File: config.mk
export PLATFORM = sky130hd
export DESIGN_NAME = mmio_gpio_port
export DESIGN_NICKNAME = d
export VERILOG_FILES = /design/src/rtl/mmio_gpio_port.sv
export SDC_FILE = /design/constraint.sdc
export NUM_CORES = 1
export LEC_CHECK = 0
export CORE_ASPECT_RATIO = 0.9
export CORE_UTILIZATION = 39
export CTS_CLUSTER_DIAMETER = 80
export DETAILED_ROUTE_END_ITERATION = 8
export PLACE_DENSITY = 0.74
export SYNTH_ARGS = -nofsm -noshare
export SYNTH_HDL_FRONTEND = slang
export SYNTH_SLANG_ARGS = --single-unit
File: constraint.sdc
create_clock -name clk -period 2.2 [get_ports clk]
set_clock_uncertainty 0.2 [all_clocks]
set_input_delay 0.44 -clock clk [delete_from_list [all_inputs] [get_ports clk]]
set_output_delay 0.44 -clock clk [all_outputs]
set_load 0.1 [all_outputs]
File: src/rtl/mmio_gpio_port.sv
// Memory-mapped GPIO port: output/toggle registers, synchronized inputs with
// per-bit edge-detect status (W1C), interrupt enable and a registered level IRQ.

module mmio_gpio_bit #(
  parameter int SYNC_STAGES = 2
) (
  input  logic clk,
  input  logic reset,
  input  logic pin_i,
  input  logic edge_sel_i,
  input  logic clr_i,
  output logic in_o,
  output logic status_o
);
  logic [SYNC_STAGES-1:0] r_sync;
  logic                   r_prev;
  logic                   r_status;
  logic                   w_in;
  logic                   w_evt;

  assign w_in  = r_sync[SYNC_STAGES-1];
  assign w_evt = edge_sel_i ? (~w_in & r_prev) : (w_in & ~r_prev);

  // Set has priority over a simultaneous W1C clear so no event is lost.
  always_ff @(posedge clk) begin
    if (!reset) begin
      r_sync   <= '0;
      r_prev   <= 1'b0;
      r_status <= 1'b0;
    end else begin
      r_sync   <= {r_sync[SYNC_STAGES-2:0], pin_i};
      r_prev   <= w_in;
      r_status <= (r_status & ~clr_i) | w_evt;
    end
  end

  assign in_o     = w_in;
  assign status_o = r_status;
endmodule

module mmio_gpio_port #(
  parameter int          WIDTH       = 8,
  parameter int          SYNC_STAGES = 2,
  parameter logic [31:0] BASE_ADDR   = 32'h1001_0000
) (
  input  logic             clk,
  input  logic             reset,
  input  logic [31:0]      addr_i,
  input  logic             we_i,
  input  logic [31:0]      write_data_i,
  output logic [31:0]      read_data_o,
  output logic             hit_o,
  input  logic [WIDTH-1:0] gpio_i,
  output logic [WIDTH-1:0] gpio_o,
  output logic             irq_o
);
  localparam logic [2:0] OFF_OUT    = 3'd0;
  localparam logic [2:0] OFF_IN     = 3'd1;
  localparam logic [2:0] OFF_STATUS = 3'd2;
  localparam logic [2:0] OFF_IRQEN  = 3'd3;
  localparam logic [2:0] OFF_EDGE   = 3'd4;
  localparam logic [2:0] OFF_TOGGLE = 3'd5;

  logic             w_hit;
  logic [2:0]       w_off;
  logic             w_wr;
  logic             w_rd;
  logic [WIDTH-1:0] w_wdata;
  logic [WIDTH-1:0] w_clr;
  logic [WIDTH-1:0] w_in;
  logic [WIDTH-1:0] w_status;
  logic [31:0]      w_rsel;
  logic             w_unused;

  logic [WIDTH-1:0] r_out;
  logic [WIDTH-1:0] r_irq_en;
  logic [WIDTH-1:0] r_edge_sel;
  logic [31:0]      r_rdata;
  logic             r_irq;

  assign w_hit    = (addr_i[31:5] == BASE_ADDR[31:5]);
  assign w_off    = addr_i[4:2];
  assign w_wr     = w_hit & we_i;
  assign w_rd     = w_hit & ~we_i;
  assign w_wdata  = write_data_i[WIDTH-1:0];
  assign w_clr    = (w_wr && w_off == OFF_STATUS) ? w_wdata : '0;
  // Byte-lane bits and data above WIDTH carry no meaning for this block.
  assign w_unused = ^{addr_i[1:0], write_data_i};

  for (genvar g = 0; g < WIDTH; g++) begin : g_bit
    mmio_gpio_bit #(.SYNC_STAGES(SYNC_STAGES)) u_bit (
      .clk        (clk),
      .reset      (reset),
      .pin_i      (gpio_i[g]),
      .edge_sel_i (r_edge_sel[g]),
      .clr_i      (w_clr[g]),
      .in_o       (w_in[g]),
      .status_o   (w_status[g])
    );
  end

  always_ff @(posedge clk) begin
    if (!reset) begin
      r_out      <= '0;
      r_irq_en   <= '0;
      r_edge_sel <= '0;
    end else if (w_wr) begin
      case (w_off)
        OFF_OUT:    r_out      <= w_wdata;
        OFF_IRQEN:  r_irq_en   <= w_wdata;
        OFF_EDGE:   r_edge_sel <= w_wdata;
        OFF_TOGGLE: r_out      <= r_out ^ w_wdata;
        default:    ;
      endcase
    end
  end

  always_comb begin
    w_rsel = '0;
    case (w_off)
      OFF_OUT:    w_rsel[WIDTH-1:0] = r_out;
      OFF_IN:     w_rsel[WIDTH-1:0] = w_in;
      OFF_STATUS: w_rsel[WIDTH-1:0] = w_status;
      OFF_IRQEN:  w_rsel[WIDTH-1:0] = r_irq_en;
      OFF_EDGE:   w_rsel[WIDTH-1:0] = r_edge_sel;
      default:    w_rsel = '0;
    endcase
  end

  always_ff @(posedge clk) begin
    if (!reset) begin
      r_rdata <= '0;
      r_irq   <= 1'b0;
    end else begin
      if (w_rd) r_rdata <= w_rsel;
      r_irq <= |(w_status & r_irq_en);
    end
  end

  assign hit_o       = w_hit;
  assign gpio_o      = r_out;
  assign read_data_o = r_rdata;
  assign irq_o       = r_irq;
endmodule

==> results.tsv, run 1 <==
metric	value	unit
Ports	117	
Yosys top cell by area	dfxtp_1	
slowest CP cell	nor4_4	
placed cell area	0.00432	mm²
CTS Hold Buffers Added	0	
crit-path cells	dlygate4sd2_1, nor4_4, nand4_4, nor2_4, buf_12	
CP Capture Point	hit_o	
most frequent cell after synthesis	dfxtp_1	
clk slew on worst S/H paths	0.07	ns
deepest clock path buffer count	2	
setup TNS	0	ns
Detail Route Antenna Nets	0	
root buffer cell	clkbuf_8	
Worst Hold Class	register to register	
initial antenna violation count	0	
reg2reg setup slack	0.61	ns
critical path arrival	1.51	ns
maxcap violations	0	
worst reg2reg path depth	3	
row cnt	31	
worst-path fanout max	2	
Syn. warnings	0	
yosys stat cell total	341	
Mapped Cells	341	
Cell variety after synth	45	
worst endpoint required time	1.56	ns
vias in the first global route	2942	
Crit. Startpoint	addr_i[19]	
flip-flops with a built-in enable	0	
Critical Path Sink Type	output port	
status	complete, no violations	
grt ovf	0	
number of diodes	0	
Area leader share	39.0	%
Starting DRT DRC Count	190	
pin count of the biggest net entering global routing	42	
Leakage Power	1.69	nW
Synth Area per Inst	9.78	µm²
Inserted Clock Buffers	9	
critical path's largest stage delay	0.28	ns
Max Fclk	464	MHz
RR Startpoint	gpio_o[7]$_SDFFE_PN0P_	
Top reg by flops	g_bit.u_bit.r_sync	
design area	0.00455	mm²
gpl congestion	0.827	
Final min period	2.15	ns
-- run 1: timing repair --
action / 4_1_cts / 5_1_grt
setup endpoints to repair: 1 / 1
resized: 29 / 20
pin swaps: 9 / 10
setup buffers: 4 / 2
-- run 1: placed cells by master, fill, tap and decap left out, types with 8 or more instances in the layout --
| master | Yosys | layout |
|---|---|---|
| a31oi_1 | 16 | 16 |
| buf_4 | 27 | 43 |
| dfxtp_1 | 65 | 65 |
| and2_1 | 24 | 24 |
| a21oi_1 | 16 | 16 |
| a22oi_1 | 12 | 12 |
| nor3b_1 | 8 | 8 |
| clkbuf_8 | 2 | 9 |
| nor2_1 | 17 | 16 |
| clkdlybuf4s50_1 | 0 | 22 |
| o31ai_1 | 16 | 16 |
| a211oi_1 | 8 | 8 |
| nand4_1 | 24 | 24 |
| o21ai_1 | 12 | 12 |
| nor3_1 | 8 | 8 |
| and3b_1 | 9 | 9 |
| conb_1 | 1 | 24 |
| dlygate4sd2_1 | 0 | 11 |
| a311oi_1 | 16 | 16 |
| mux4_2 | 8 | 8 |
| buf_12 | 1 | 15 |
-- run 1: layer usage --
layer | global-route usage (%) | share of wire [%]
met1 | 26.3 | 41
met2 | 34.0 | 48
met3 | 8.01 | 9.9
met4 | 6.62 | 1.9
met5 | 0 | 0
-- run 1: stage by stage --
stage                     power (mW)  setup slack (ns)  cells
after floorplan                 1.56           -0.0630    364
after CTS                       2.80           0.00564    548
after detailed placement        1.71            -0.340    529
final                           2.79            0.0451    550
after global placement          1.70            -0.287    529
after global routing            2.89           0.00131    550
-- run 1: cell type report --
cell class	instances	area, µm²	area share, %
well taps	115	144	3.16
multi-input cells	246	1820	39.9
flip-flops and latches	65	1300	28.6
clock inverters	6	92.6	2.03
clock buffers	9	124	2.72
repair buffers	106	1060	23.3
inverters	3	16.3	0.357
-- run 1: worst min path at each step --
stage | from | end | slack [ns] | depth (start not counted)
5_1_grt | g_bit[6].u_bit.r_sync[0]$_SDFF_PN0_ | g_bit[6].u_bit.r_sync[1]$_SDFF_PN0_ | 0.26 | 1
6_report | g_bit[7].u_bit.r_sync[0]$_SDFF_PN0_ | g_bit[7].u_bit.r_sync[1]$_SDFF_PN0_ | 0.24 | 1
3_5_place_dp | g_bit[7].u_bit.r_sync[0]$_SDFF_PN0_ | g_bit[7].u_bit.r_sync[1]$_SDFF_PN0_ | 0.22 | 1
2_1_floorplan | g_bit[0].u_bit.r_sync[0]$_SDFF_PN0_ | g_bit[0].u_bit.r_sync[1]$_SDFF_PN0_ | 0.21 | 1
4_1_cts | g_bit[7].u_bit.r_sync[0]$_SDFF_PN0_ | g_bit[7].u_bit.r_sync[1]$_SDFF_PN0_ | 0.24 | 1
3_3_place_gp | g_bit[5].u_bit.r_sync[0]$_SDFF_PN0_ | g_bit[5].u_bit.r_sync[1]$_SDFF_PN0_ | 0.21 | 1
-- run 1: cells by family after synthesis --
logic type	share of synthesized area [%]
DFF	39.0
buffers and inverters	10.8
other	0.112
AOI/OAI and AO/OA	20.4
and+or+nand+nor	23.8
muxes	5.40
xor gates and xnor gates	0.488
-- run 1: power by group --
group          internal, mW  switching (mW)
Clock                 0.636           0.482
Sequential             1.20          0.0159
Combinational         0.145           0.308
Total                  1.98           0.806
**Run 1: routing congestion map**

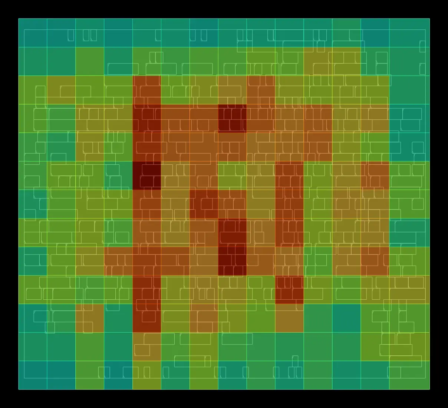
Tot GR Track Use: 21.2%
met2 Resource Use GR: 34.0%
post-DR wirelength/cell: 16.8 µm
met3 Usage GRT: 8.01%

**Run 1: met2 routing**

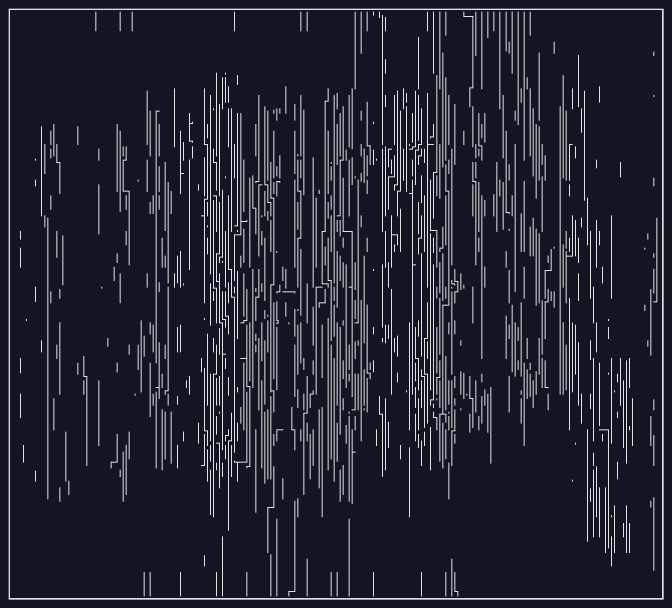
The wires run mostly vertical. The layer holds 48% of the routed length.
final wirelength: 9.23 mm
DR vias: 3065

**Run 1: cell area per tile**

10 x 9 tiles, from white (low) to dark blue (high), 0 to 100% covered.
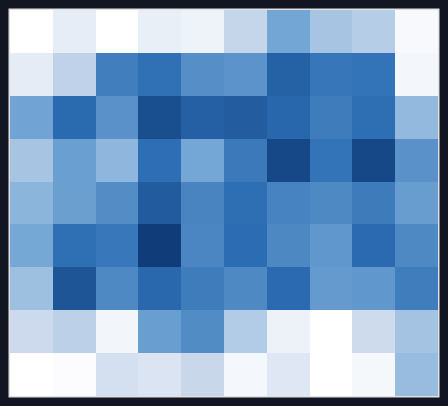
The mean over all tiles is 49%. The fullest tile reaches 95%. 6.7% of the tiles are nearly empty. 17% of the tiles are over 75% full.
fp_density: 40.7%
Core Area: 0.00818 mm²
Final Util: 55.6%

==> run 1 -> run 2 <==
--- a/config.mk
+++ b/config.mk
@@ -5,11 +5,13 @@
 export SDC_FILE = /design/constraint.sdc
 export NUM_CORES = 1
 export LEC_CHECK = 0
+export ABC_AREA = 1
 export CORE_ASPECT_RATIO = 0.9
 export CORE_UTILIZATION = 39
 export CTS_CLUSTER_DIAMETER = 80
 export DETAILED_ROUTE_END_ITERATION = 8
 export PLACE_DENSITY = 0.74
+export SKIP_CTS_REPAIR_TIMING = 1
 export SYNTH_ARGS = -nofsm -noshare
 export SYNTH_HDL_FRONTEND = slang
 export SYNTH_SLANG_ARGS = --single-unit
**Run 2: metal layers overlaid**

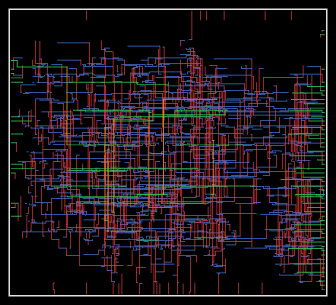
Key: met3 = green [wire length 743 µm]; met4 = orange [wire length 186 µm]; met2 = red [wire length 3930 µm]; met1 = blue [wire length 3720 µm]
DR vias: 3268
post-DR wirelength/cell: 12.2 µm
Tot GR Track Use: 19.5%
final wirelength: 8.58 mm

==> run 2 against run 1 <==
Net effect: first-iteration DRC count is 27% lower; total power decreased by 4.3%; synthesized cell count grew 43%; fmax shrank 0.54%; final area fell by 1.1%; synthesized area about the same; sequential power hardly changed; worst hold slack got worse by 0.022 ns; die area is essentially flat; via count is 6.6% higher; register-to-register slack improved by 0.32 ns; largest power group unchanged.
==> results.tsv, run 2 <==
metric	value	unit
CP bufs+invs	3	
root buffer cell	clkbuf_8	
Area leader share	39.0	%
first-pass GRT wire length	13.7	mm
Synth Area per Inst	6.82	µm²
maxcap violations	0	
Syn. warnings	0	
RSZ-0062 raised after global routing	no	
gpl congestion	0.881	
ratio of cells with drive above 1 in the final layout	16.1	%
critical path arrival	1.53	ns
sequential-to-total area share from yosys stat	39.0	%
number of diodes	0	
Synth top cells by count	nand2_1 (156), inv_1 (70), dfxtp_1 (65)	
Worst Hold Class	register to register	
Ports	117	
Inserted Clock Buffers	9	
status	complete, no violations	
worst-path fanout max	3	
Detail Route Antenna Nets	0	
vias in the first global route	3072	
biggest area cells	dfxtp_1 (39%), nand2_1 (18%), inv_1 (7.9%)	
pin count of the biggest net entering global routing	34	
crit-path cells	clkdlybuf4s50_1, inv_2, nand2_1, nor2_2, nand3_2, nor2_4, buf_12	
final hold vios	0	
Final nets	661	
Final Util	55.0	%
design area	0.00450	mm²
placed cell area	0.00421	mm²
dominant logic cell type in the layout	nand2_1	
yosys stat cell total	489	
Mapped Cells	489	
startpoint types	input port	
WS Path Type	input port to output port	
die span in y	89.7	µm
flip-flops with a built-in enable	0	
flops & latches, synth	65	
DRC violations left	0	
Setup-failing EPs final	0	
OpenROAD warnings	52	
worst endpoint required time	1.56	ns
Final min period	2.17	ns
Yosys top cell by area	dfxtp_1	
Register Area	0.00130	mm²
fp_density	40.7	%
initial antenna violation count	0	
Cell variety after synth	32	
deepest clock path buffer count	2	
logic area	0.00159	mm²
Max Fclk	462	MHz
slowest CP cell	clkdlybuf4s50_1	
Core Area	0.00818	mm²
grt ovf	0	
Pre-Repair DR Iteration Count	4	
row cnt	31	
critical path's largest stage delay	0.42	ns
Top reg by flops	g_bit.u_bit.r_sync	
Vias/cell	4.63	
Synth Cell Area	0.00333	mm²
Starting DRT DRC Count	138	
Async SR Flop Fraction	0	%
Leakage Power	2.15	nW
most frequent cells in the layout	nand2_1 (156), inv_1 (68), dfxtp_1 (65), buf_4 (46), nor2_1 (44)	
Critical Path Sink Type	output port	
clk slew on worst S/H paths	0.08	ns
most frequent cell after synthesis	nand2_1	
[run 2: cell types whose count changed after synthesis, moves of 15 or more]
cell	change
nand2_1	+156
and2_1	-24
inv_1	+69
a31oi_1	-16
nor2_1	+29
o21ai_0	+19
o31ai_1	-16
a311oi_1	-16
a21oi_1	+15
[run 2: logic make-up after synthesis]
kind of cell | after synthesis | synth area share (%)
AND-OR/OR-AND | 63 | 10.3
flip-flops | 65 | 39.0
AND/OR/NAND/NOR | 240 | 32.3
other | 1 | 0.113
buffers and inverters | 112 | 16.1
XOR/XNOR | 8 | 2.10
[run 2: layout make-up]
type,instances,area share (%)
clock buffers,9,2.75
clock inverters,7,1.69
inverters,76,6.47
multi-input cells,335,35.2
flip-flops and latches,65,28.9
well taps,115,3.20
repair buffers,99,21.8
[run 2: worst paths after layout]
path	startpoint	to	slack [ns]	cells after the start
max	addr_i[22]	hit_o	0.03	7
min	g_bit[1].u_bit.r_sync[0]$_SDFF_PN0_	g_bit[1].u_bit.r_sync[1]$_SDFF_PN0_	0.21	2
max reg2reg	g_bit[7].u_bit.status_o$_SDFF_PN0_	irq_o$_SDFF_PN0_	0.93	3
min reg2reg	g_bit[1].u_bit.r_sync[0]$_SDFF_PN0_	g_bit[1].u_bit.r_sync[1]$_SDFF_PN0_	0.21	2
[run 2: report_power, final]
part	internal (mW)	total, mW	switching (mW)
combinational	0.135	0.438	0.303
sequential	1.20	1.22	0.0174
clock	0.530	1.01	0.483
[run 2: metal layers]
metal  share of wire (%)  GRT usage, %  vias up
met5                   0             0        -
met4                 2.2          6.99        0
met3                 8.6          5.83       16
met2                  46          31.5      124
met1                  43          24.4     1467
li1                    -             -     1661
[run 2: worst register-to-register path, delay by kind of cell, from the launching register on]
kind           cells  cell delay, ns
flip-flops         1            0.33
AND-OR/OR-AND      3            0.61
[run 2: stage by stage]
step	cells	power, mW	hold WS, ns	setup TNS, ns	worst slack (ns)
after floorplan	512	1.55	0.190	0	0.323
after global routing	706	2.79	0.240	0	0.00188
after detailed placement	686	1.68	0.197	-3.28	-0.168
after CTS	702	2.70	0.216	-0.135	-0.135
final	706	2.67	0.215	0	0.0335
after global placement	686	1.68	0.194	-2.57	-0.135
Power is estimated from default activity; no workload was simulated.
